[src/rtl/serial_codec_pkg.sv]
// Shared constants and digit-validity helper for the bit-serial XS3/BCD codec.
package serial_codec_pkg;

    localparam logic MODE_XS3_TO_BCD = 1'b0;
    localparam logic MODE_BCD_TO_XS3 = 1'b1;

    localparam int unsigned DIGIT_W = 4;

    localparam logic [DIGIT_W-1:0] XS3_MIN = 4'd3;
    localparam logic [DIGIT_W-1:0] XS3_MAX = 4'd12;
    localparam logic [DIGIT_W-1:0] BCD_MAX = 4'd9;

    localparam logic [1:0] BIT_LAST = 2'd3;

    // True when a completed digit is not a legal code for the active conversion direction.
    function automatic logic digit_invalid(input logic em, input logic [DIGIT_W-1:0] v);
        if (em == MODE_BCD_TO_XS3) begin
            return v > BCD_MAX;
        end
        return (v < XS3_MIN) || (v > XS3_MAX);
    endfunction

endpackage

[src/rtl/serial_add3_slice.sv]
// One bit of the serial +3 / -3 datapath: converted bit and next carry/borrow.
module serial_add3_slice
    import serial_codec_pkg::*;
(
    input  logic       x,
    input  logic [1:0] bp,
    input  logic       cb,
    input  logic       em,
    output logic       z,
    output logic       cb_nxt
);

    logic add;

    assign add = (em == MODE_BCD_TO_XS3);

    // Constant 0011: bits 0 and 1 add/subtract a one, bits 2 and 3 only propagate.
    always_comb begin
        z      = 1'b0;
        cb_nxt = 1'b0;
        case (bp)
            2'd0: begin
                z      = ~x;
                cb_nxt = add ? x : ~x;
            end
            2'd1: begin
                z      = ~(x ^ cb);
                cb_nxt = add ? (x | cb) : (~x | cb);
            end
            2'd2: begin
                z      = x ^ cb;
                cb_nxt = add ? (x & cb) : (~x & cb);
            end
            default: begin
                z      = x ^ cb;
                cb_nxt = 1'b0;
            end
        endcase
    end

endmodule

[src/rtl/serial_xs3_bcd_codec.sv]
// Bit-serial LSB-first Excess-3 <-> BCD converter with per-digit and per-word error flags.
module serial_xs3_bcd_codec
    import serial_codec_pkg::*;
#(
    parameter int unsigned DIGITS   = 4,
    parameter int unsigned ERR_ZERO = 0
) (
    input  logic Clk,
    input  logic Rst,
    input  logic X,
    input  logic En,
    input  logic Mode,
    output logic Z,
    output logic ZValid,
    output logic DigitDone,
    output logic Err,
    output logic WordDone,
    output logic WordErr
);

    localparam int unsigned    DI_W    = (DIGITS > 1) ? $clog2(DIGITS) : 1;
    localparam logic [DI_W-1:0] DI_LAST = DI_W'(DIGITS - 1);

    logic [1:0]      bp;
    logic [DI_W-1:0] di;
    logic            cb;
    logic            lm;
    logic            ea;
    logic [2:0]      p;

    logic word_start;
    logic em;
    logic bit_last;
    logic invalid;
    logic z_raw;
    logic cb_nxt;
    logic force_zero;

    // Mode is taken live on the very first bit of a word, from the latch afterwards.
    assign word_start = (bp == 2'd0) && (di == '0);
    assign em         = word_start ? Mode : lm;
    assign bit_last   = (bp == BIT_LAST);
    assign invalid    = digit_invalid(em, {X, p});

    serial_add3_slice u_slice (
        .x      (X),
        .bp     (bp),
        .cb     (cb),
        .em     (em),
        .z      (z_raw),
        .cb_nxt (cb_nxt)
    );

    assign force_zero = (ERR_ZERO != 0) && bit_last && invalid;
    assign Z          = En & z_raw & ~force_zero;
    assign ZValid     = En;
    assign DigitDone  = En & bit_last;
    assign Err        = DigitDone & invalid;
    assign WordDone   = DigitDone & (di == DI_LAST);

    // All state advances only on a consumed bit; gaps (En=0) freeze everything.
    always_ff @(posedge Clk or negedge Rst) begin
        if (!Rst) begin
            bp      <= 2'd0;
            di      <= '0;
            cb      <= 1'b0;
            lm      <= MODE_XS3_TO_BCD;
            ea      <= 1'b0;
            p       <= 3'd0;
            WordErr <= 1'b0;
        end else if (En) begin
            bp <= bp + 2'd1;
            cb <= bit_last ? 1'b0 : cb_nxt;
            if (word_start) begin
                lm <= Mode;
            end
            case (bp)
                2'd0:    p[0] <= X;
                2'd1:    p[1] <= X;
                2'd2:    p[2] <= X;
                default: p    <= p;
            endcase
            if (bit_last) begin
                if (di == DI_LAST) begin
                    di      <= '0;
                    ea      <= 1'b0;
                    WordErr <= ea | invalid;
                end else begin
                    di <= di + DI_W'(1);
                    ea <= ea | invalid;
                end
            end
        end
    end

endmodule

[config.mk]
export PLATFORM = sky130hd
export DESIGN_NAME = serial_xs3_bcd_codec
export DESIGN_NICKNAME = d
export VERILOG_FILES = /design/src/rtl/serial_codec_pkg.sv /design/src/rtl/serial_add3_slice.sv /design/src/rtl/serial_xs3_bcd_codec.sv
export SDC_FILE = /design/constraint.sdc
export NUM_CORES = 1
export LEC_CHECK = 0
export ABC_AREA = 1
export ABC_CLOCK_PERIOD_IN_PS = 1500
export CAP_MARGIN = 40
export CORE_MARGIN = 3
export CORE_UTILIZATION = 51
export CTS_CLUSTER_DIAMETER = 100
export CTS_CLUSTER_SIZE = 24
export DETAILED_ROUTE_END_ITERATION = 12
export GPL_ROUTABILITY_DRIVEN = 0
export PLACE_DENSITY = 0.76
export SLEW_MARGIN = 20
export SYNTH_ARGS = -nofsm -noshare
export SYNTH_HDL_FRONTEND = slang
export SYNTH_SLANG_ARGS = --single-unit
[constraint.sdc]
create_clock -name Clk -period 1.5 [get_ports Clk]
set_input_delay 0.15 -clock Clk [delete_from_list [all_inputs] [get_ports Clk]]
set_output_delay 0.15 -clock Clk [all_outputs]
set_load 0.03 [all_outputs]
==> ci_impl_report.md, run 1 <==
## Synthesis and layout report

| Metric | Value |
|---|---|
| Area share, top type | `0.390` |
| Setup Viol. Count Final | `5` |
| Synth Instances | `93` |
| Crit end category | `primary output` |
| Area growth syn-to-layout | `47.7%` |
| Register share after synthesis | `0.390` |
| Max Slew Vio Count | `0` |
| Die W | `roughly 43 um` |
| Mapped Avg Cell Area | `between 7 and 8 um^2` |
| Clock Sinks | `11` |
| Residual DRC | `0` |
| Clk slew on worst S/H paths | `around 0.08 ns` |
| CTS tree | `done` |
| Antenna violations before repair | `0` |
| Pre-CTS WS | `-0.0633 ns` |
| Post-route worst setup slack | `-0.236 ns` |
| Biggest area cells | `dfrtp_1 39%, ha_1 12%, nand2_1 12%, inv_1 8.0%, nand3_1 4.3%` |
| Max-Cap Viols | `0` |
| Die height | `about 43 um` |
| Slew @ Worst Pin | `between 0.5 and 0.6 ns` |
| CTS root buf | `clkbuf_4` |
| Largest net degree at the start of global routing | `13` |
| Reg2reg path depth | `9` |
| RSZ-0062 raised after global routing | `true` |
| OpenROAD warning count | `35` |
| Tot Pwr | `about 2.2 mW` |
| Critical Path Start Type | `register` |
| GRT Total Usage | `0.199` |
| GRT overflow | `0` |
| Max Clk Rate | `approximately 580 MHz` |
| Die area | `approximately 1900 um^2` |
| Failing checks | `setup timing` |
| H-tree depth | `1` |
| PD cells | `2100 nW/um^2` |
| Detail Route Antenna Nets | `0` |
| Peak supply drop | `roughly 0.0014 V` |
| Tcrit/Tclk final | `1.16` |
| Req. time, crit path | `roughly 1.4 ns` |
| Avg WL per Cell | `14.2 um` |
| CTS Hold Buffers Added | `0` |
| Ys Warns | `0` |
| Synth unique cells | `19` |
| Antenna diodes | `0` |
| Share of cells above drive strength 1 | `0.375` |
| Setup CP Type | `register to primary output` |
| Detailed Route Iter0 Violations | `32` |
| Synth area leader | `dfrtp_1` |
| Final hold vios | `0` |
| Top cells excl fill/tap | `22 x nand2_1, 16 x buf_4, 12 x inv_1` |
| Number of cells in Yosys stat | `between 90 and 100` |
| Synthesized area | `706 um^2` |
| Final nets | `about 130` |
| Fp util | `0.588` |
| Clock buffer depth | `2` |
| Ports | `11` |
| Most frequent logic cell in the layout | `nand2_1` |
| Worst-path fanout max | `4` |
| DP Area | `~910 um^2` |
| Vias per Instance | `5.28` |
| Status | `finished with violations` |
| Hold Crit Class | `input pin to asynchronous set/reset pin` |
| Minimum clock period after layout | `1.74 ns` |
| IO Port Bufs | `10` |
| Yosys chip area | `706 um^2` |
| Late-Pin Clk Latency | `0.28 ns` |
| Number of global-route vias before repair | `around 680` |
| CTS Buf Count | `3` |
## run 1: sequential cells by signal, indices dropped and copies added, names as in the netlist
signal,cells
bp,2
p,3
WordErr,1
lm,1
di,2
ea,1
cb,1
## run 1: synthesized netlist by cell type
master / count
a21oi_1: 4
nor2_1: 5
xor2_1: 1
dfrtp_1: 11
buf_2: 1
or2_2: 1
nand3_1: 6
and2_1: 1
inv_1: 15
nor3_1: 3
o21ai_1: 1
nand4_1: 1
nand2_2: 4
ha_1: 7
o21ai_0: 4
a21boi_1: 1
buf_4: 1
a31oi_1: 3
nand2_1: 23
## run 1: final cells by class
| type | count | area, um^2 |
|---|---|---|
| Clock buffer | 4 | 26.3 |
| Inverter | 15 | 56.3 |
| Sequential cell | 11 | 277 |
| Tap cell | 14 | 17.5 |
| Timing Repair Buffer | 25 | 215 |
| Fill cell | 68 | 159 |
| Multi-Input combinational cell | 65 | 450 |
## run 1: power by group
part,switching [mW],internal [mW]
clock network,0.102,0.103
logic,0.756,0.663
registers,0.118,0.446
total,0.975,1.21
## run 1: critical path, cell delays in order, from the launching register on
cell	delay, ns
dfrtp_2	0.44
inv_2	0.10
ha_4	0.17
nor2_2	0.06
a21boi_2	0.15
nor3_2	0.07
nor3_4	0.19
buf_6	0.15
## run 1: what timing repair did
item / in CTS / in global routing
buffers inserted: 2 / 5
gates resized: 6 / 9
pin swaps: 4 / 3
setup endpoints to repair: 4 / 6
## run 1: per-layer routing
metal	share of wire	vias to the layer above	track usage
met2	0.51	26	0.327
li1	-	348	-
met3	0.064	6	0.0847
met5	0	-	0
met4	0.017	0	0.0482
met1	0.41	327	0.238
## run 1: per-stage QoR
step                TNS (ns)  hold slack, ns  std cells
floorplan           -0.00928          -0.146         93
global placement           0           0.464        124
detailed placement   -0.0889           0.468        124
CTS                   -0.694           0.221        129
global route           -1.07           0.225        134
finish                -0.686           0.211        134
## run 1: cells by family (layout without fill, tap and decap cells)
group                      after synthesis  count (layout)  synth area share
adders and majority gates                7               7             0.124
and+or+nand+nor                         44              44             0.275
DFF                                     11              11             0.390
xor gates and xnor gates                 1               1            0.0124
AOI/OAI and AO/OA                       13              13             0.101
buffers and inverters                   17              44            0.0975
## run 1: worst paths after layout
check / startpoint / end
min in group Clk: ea$_DFFE_PN0P_ / ea$_DFFE_PN0P_
worst max register to register: bp[0]$_DFFE_PN0P_ / WordErr$_DFFE_PN0P_
worst max-delay path: bp[0]$_DFFE_PN0P_ / Z
max in group asynchronous: Rst / bp[0]$_DFFE_PN0P_
worst min register to register: ea$_DFFE_PN0P_ / ea$_DFFE_PN0P_
worst min-delay path: Rst / p[0]$_DFFE_PN0P_
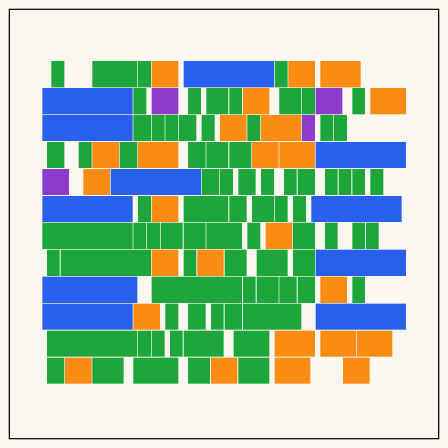
Figure 1: run 1, cell classes on the final placement.
| class | color | cells |
|---|---|---|
| flops | blue | 11 |
| clock drivers and dummy loads | purple | 4 |
| combinational and other logic | green | 80 |
| other buffers and delay cells | orange | 25 |
final instance area: 1040 um^2
core area: 1200 um^2
sequential share of cell area: 0.265
row count: 12
Post-Route Utilization: 0.868

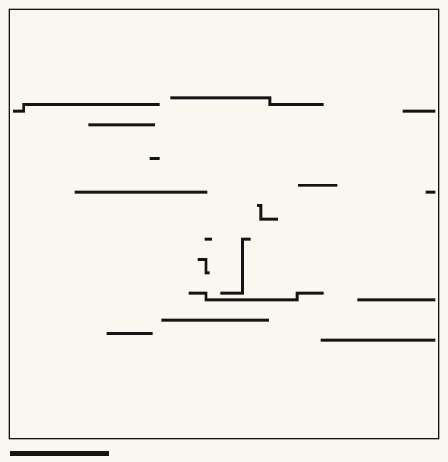
Figure 2: run 1, the metal 3 layer.
Bar = 10 um.
nets with wire on the layer: 14
share of all routed wire: 6.4%
Total Wirelength: 1900 um
vias post-DR: 707
met3 Use GR: 0.0847

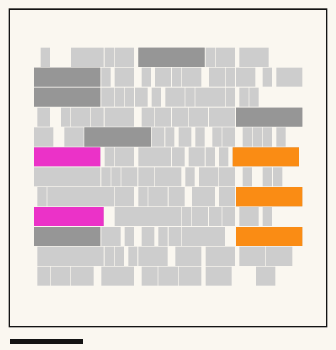
Figure 3: run 1, register map, names as in the netlist.
Bar = 10 um.
| signal | color | flops |
|---|---|---|
| bp | magenta | 2 |
| p | orange | 3 |
not colored: 6
Seq. cell area: 277 um^2
Flop+latch power: 0.564 mW

## Run 2: what changed since run 1
--- a/config.mk
+++ b/config.mk
@@ -7,13 +7,13 @@
 export LEC_CHECK = 0
 export ABC_AREA = 1
 export ABC_CLOCK_PERIOD_IN_PS = 1500
-export CAP_MARGIN = 40
 export CORE_MARGIN = 3
 export CORE_UTILIZATION = 51
 export CTS_CLUSTER_DIAMETER = 100
 export CTS_CLUSTER_SIZE = 24
 export DETAILED_ROUTE_END_ITERATION = 12
 export GPL_ROUTABILITY_DRIVEN = 0
+export GPL_TIMING_DRIVEN = 0
 export PLACE_DENSITY = 0.76
 export SLEW_MARGIN = 20
 export SYNTH_ARGS = -nofsm -noshare
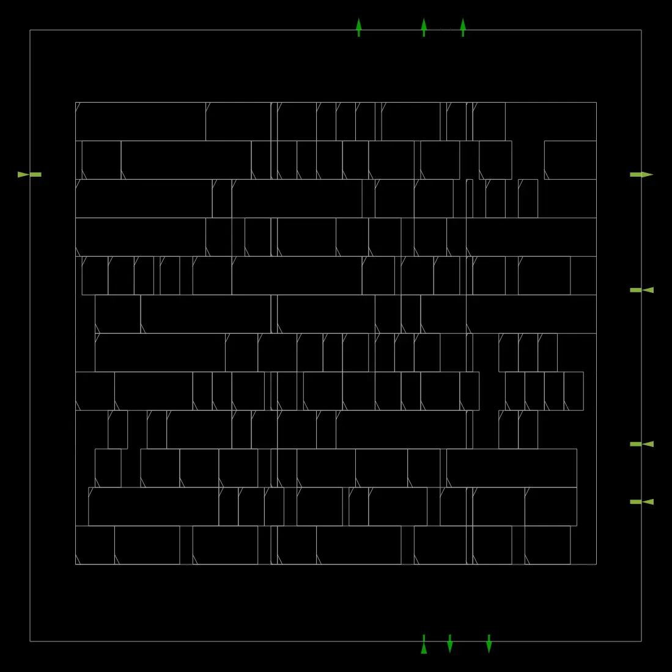
Figure 4: run 2, cell placement.
Post-Route Utilization: 0.851
n_taps: 14
sequential cell count: 11
sequential share of cell area: 0.271

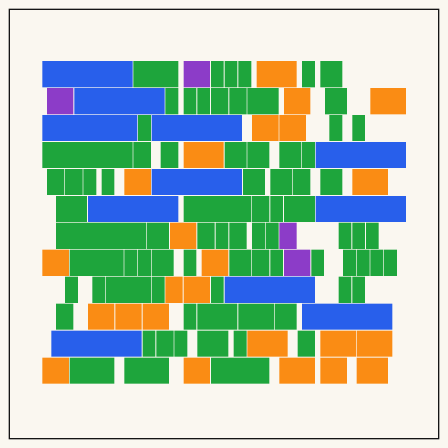
Figure 5: run 2, cell classes on the final placement.
| class | color | cells |
|---|---|---|
| combinational and other logic | green | 80 |
| clock drivers and dummy loads | purple | 4 |
| flops | blue | 11 |
| other buffers and delay cells | orange | 24 |
final instance area: 1020 um^2

==> run 2 against run 1 <==
The run still ends with setup timing left. Clock power increased by 2%. Total power down 1.7%. Cell count is 0.75% lower. Synthesized area did not move. Global-route usage rose by 0.50 points.
==> ci_impl_report.md, run 2 <==
## Synthesis and layout report

| Metric | Value |
|---|---|
| Max Clk Rate | `566 MHz (-1.7%)` |
| Tcrit/Tclk final | `1.18 (+0.0202)` |
| Synth area leader | `dfrtp_1` |
| RSZ-0062 raised after global routing | `true` |
| Synthesized area | `706 um^2 (unchanged)` |
| Failing checks | `setup timing` |
| Req. time, crit path | `1.35 ns (about the same)` |
| Residual DRC | `0 (unchanged)` |
| Number of cells in Yosys stat | `93 (unchanged)` |
| Setup Viol. Count Final | `5 (unchanged)` |
| Post-route worst setup slack | `-0.266 ns (-0.0303 ns)` |
| Avg WL per Cell | `13.1 um (-7.6%)` |
| Synth top cell by count | `nand2_1` |
| Die W | `43.2 um (unchanged)` |
| Antenna diodes | `0 (unchanged)` |
| Top cells excl fill/tap | `21 x nand2_1, 14 x buf_4, 13 x inv_1` |
| Most instantiated cells after synthesis | `23 x nand2_1, 15 x inv_1, 11 x dfrtp_1` |
| Critical Path Start Type | `register` |
| Met3 Use GR | `0.0890 (+0.00424)` |
| Late-Pin Clk Latency | `0.28 ns (about the same)` |
| Largest registers | `p (3), bp (2), di (2)` |
| Clock Sinks | `11 (unchanged)` |
| Reg2reg path depth | `7 (-2)` |
| Yosys chip area | `706 um^2 (unchanged)` |
| Antenna violations before repair | `0 (unchanged)` |
| Biggest area cells | `dfrtp_1 39%, ha_1 12%, nand2_1 12%, inv_1 8.0%, nand3_1 4.3%` |
| Hold Crit Class | `input pin to asynchronous set/reset pin` |
| Final nets | `132 (-0.75%)` |
| OpenROAD warning count | `35 (unchanged)` |
| CTS Hold Buffers Added | `0 (unchanged)` |
| Share of async-settable or async-resettable flops after synthesis | `1.00 (unchanged)` |
| Fp util | `0.588 (unchanged)` |
| GRT Total Usage | `0.204 (+0.00500)` |
| Number of flip-flops in the largest register | `3 (unchanged)` |
| Status | `finished with violations` |
| Row count | `12 (unchanged)` |
| Synth unique cells | `19 (unchanged)` |
| Max-Cap Viols | `0 (unchanged)` |
| Ys Warns | `0 (unchanged)` |
| Top FF cell, synth | `dfrtp_1` |
| Mapped Avg Cell Area | `7.59 um^2 (unchanged)` |
| Setup CP Type | `register to primary output` |
| Register share after synthesis | `0.390 (unchanged)` |
| Launching point of the worst reg2reg path | `bp[0]$_DFFE_PN0P_` |
| Total Wirelength | `1750 um (-8.2%)` |
| Core area | `1200 um^2 (unchanged)` |
| Reg2Reg Capture Point | `WordErr$_DFFE_PN0P_` |
run 2: area by class of cell:
cell class | instances | area share
flip-flops and latches | 11 | 0.271
well taps | 14 | 0.0171
plain buffers | 2 | 0.0122
clock buffers | 3 | 0.0220
multi-input cells | 65 | 0.432
repair buffers | 22 | 0.186
clock inverters | 1 | 0.00490
inverters | 15 | 0.0551
run 2: logic make-up (layout without fill, tap and decap cells):
family	Yosys count	count (layout)	synth area share
simple gates	44	44	0.275
buf+inv	17	43	0.0975
compound gates	13	13	0.101
flops	11	11	0.390
fa+ha+maj	7	7	0.124
xor+xnor	1	1	0.0124
run 2: per-layer routing:
layer	vias up	routed length [um]
met3	4	124
met2	31	872
met1	327	714
met4	0	36
met5	-	0
li1	348	-
run 2: repair_timing:
item,in CTS,in global routing
pin swaps,6,4
gates resized,31,3
cloned,0,0
setup endpoints to repair,5,6
buffers inserted,8,4
run 2: report_power, final:
part | switching [mW] | internal [mW]
registers | 0.135 | 0.446
logic | 0.713 | 0.647
clock network | 0.110 | 0.0991
run 2: worst max path at each step:
| stage | end | slack [ns] |
|---|---|---|
| 2_1_floorplan | Z | -0.009 |
| 3_3_place_gp | Z | -0.56 |
| 3_5_place_dp | Z | -0.58 |
| 4_1_cts | Z | -0.24 |
| 5_1_grt | Z | -0.35 |
| 6_report | Z | -0.27 |
run 2: stage by stage:
step	hold slack, ns	util	std cells	setup WS (ns)	power [mW]
after floorplan	-0.146	-	93	-0.00928	1.31
after global placement	0.464	0.724	117	-0.556	1.51
after detailed placement	0.474	0.724	117	-0.583	1.57
after CTS	0.215	0.819	129	-0.239	2.03
after global routing	0.234	0.851	133	-0.347	2.33
final	0.216	0.851	133	-0.266	2.15
run 2: worst max-delay path, stage by stage, from the launching register on:
cell,delay [ns]
dfrtp_2,0.46
inv_2,0.10
ha_4,0.17
nor2_4,0.05
a21boi_4,0.14
nor3_2,0.07
nor3_4,0.19
buf_6,0.15
Power is estimated from default activity; no workload was simulated.
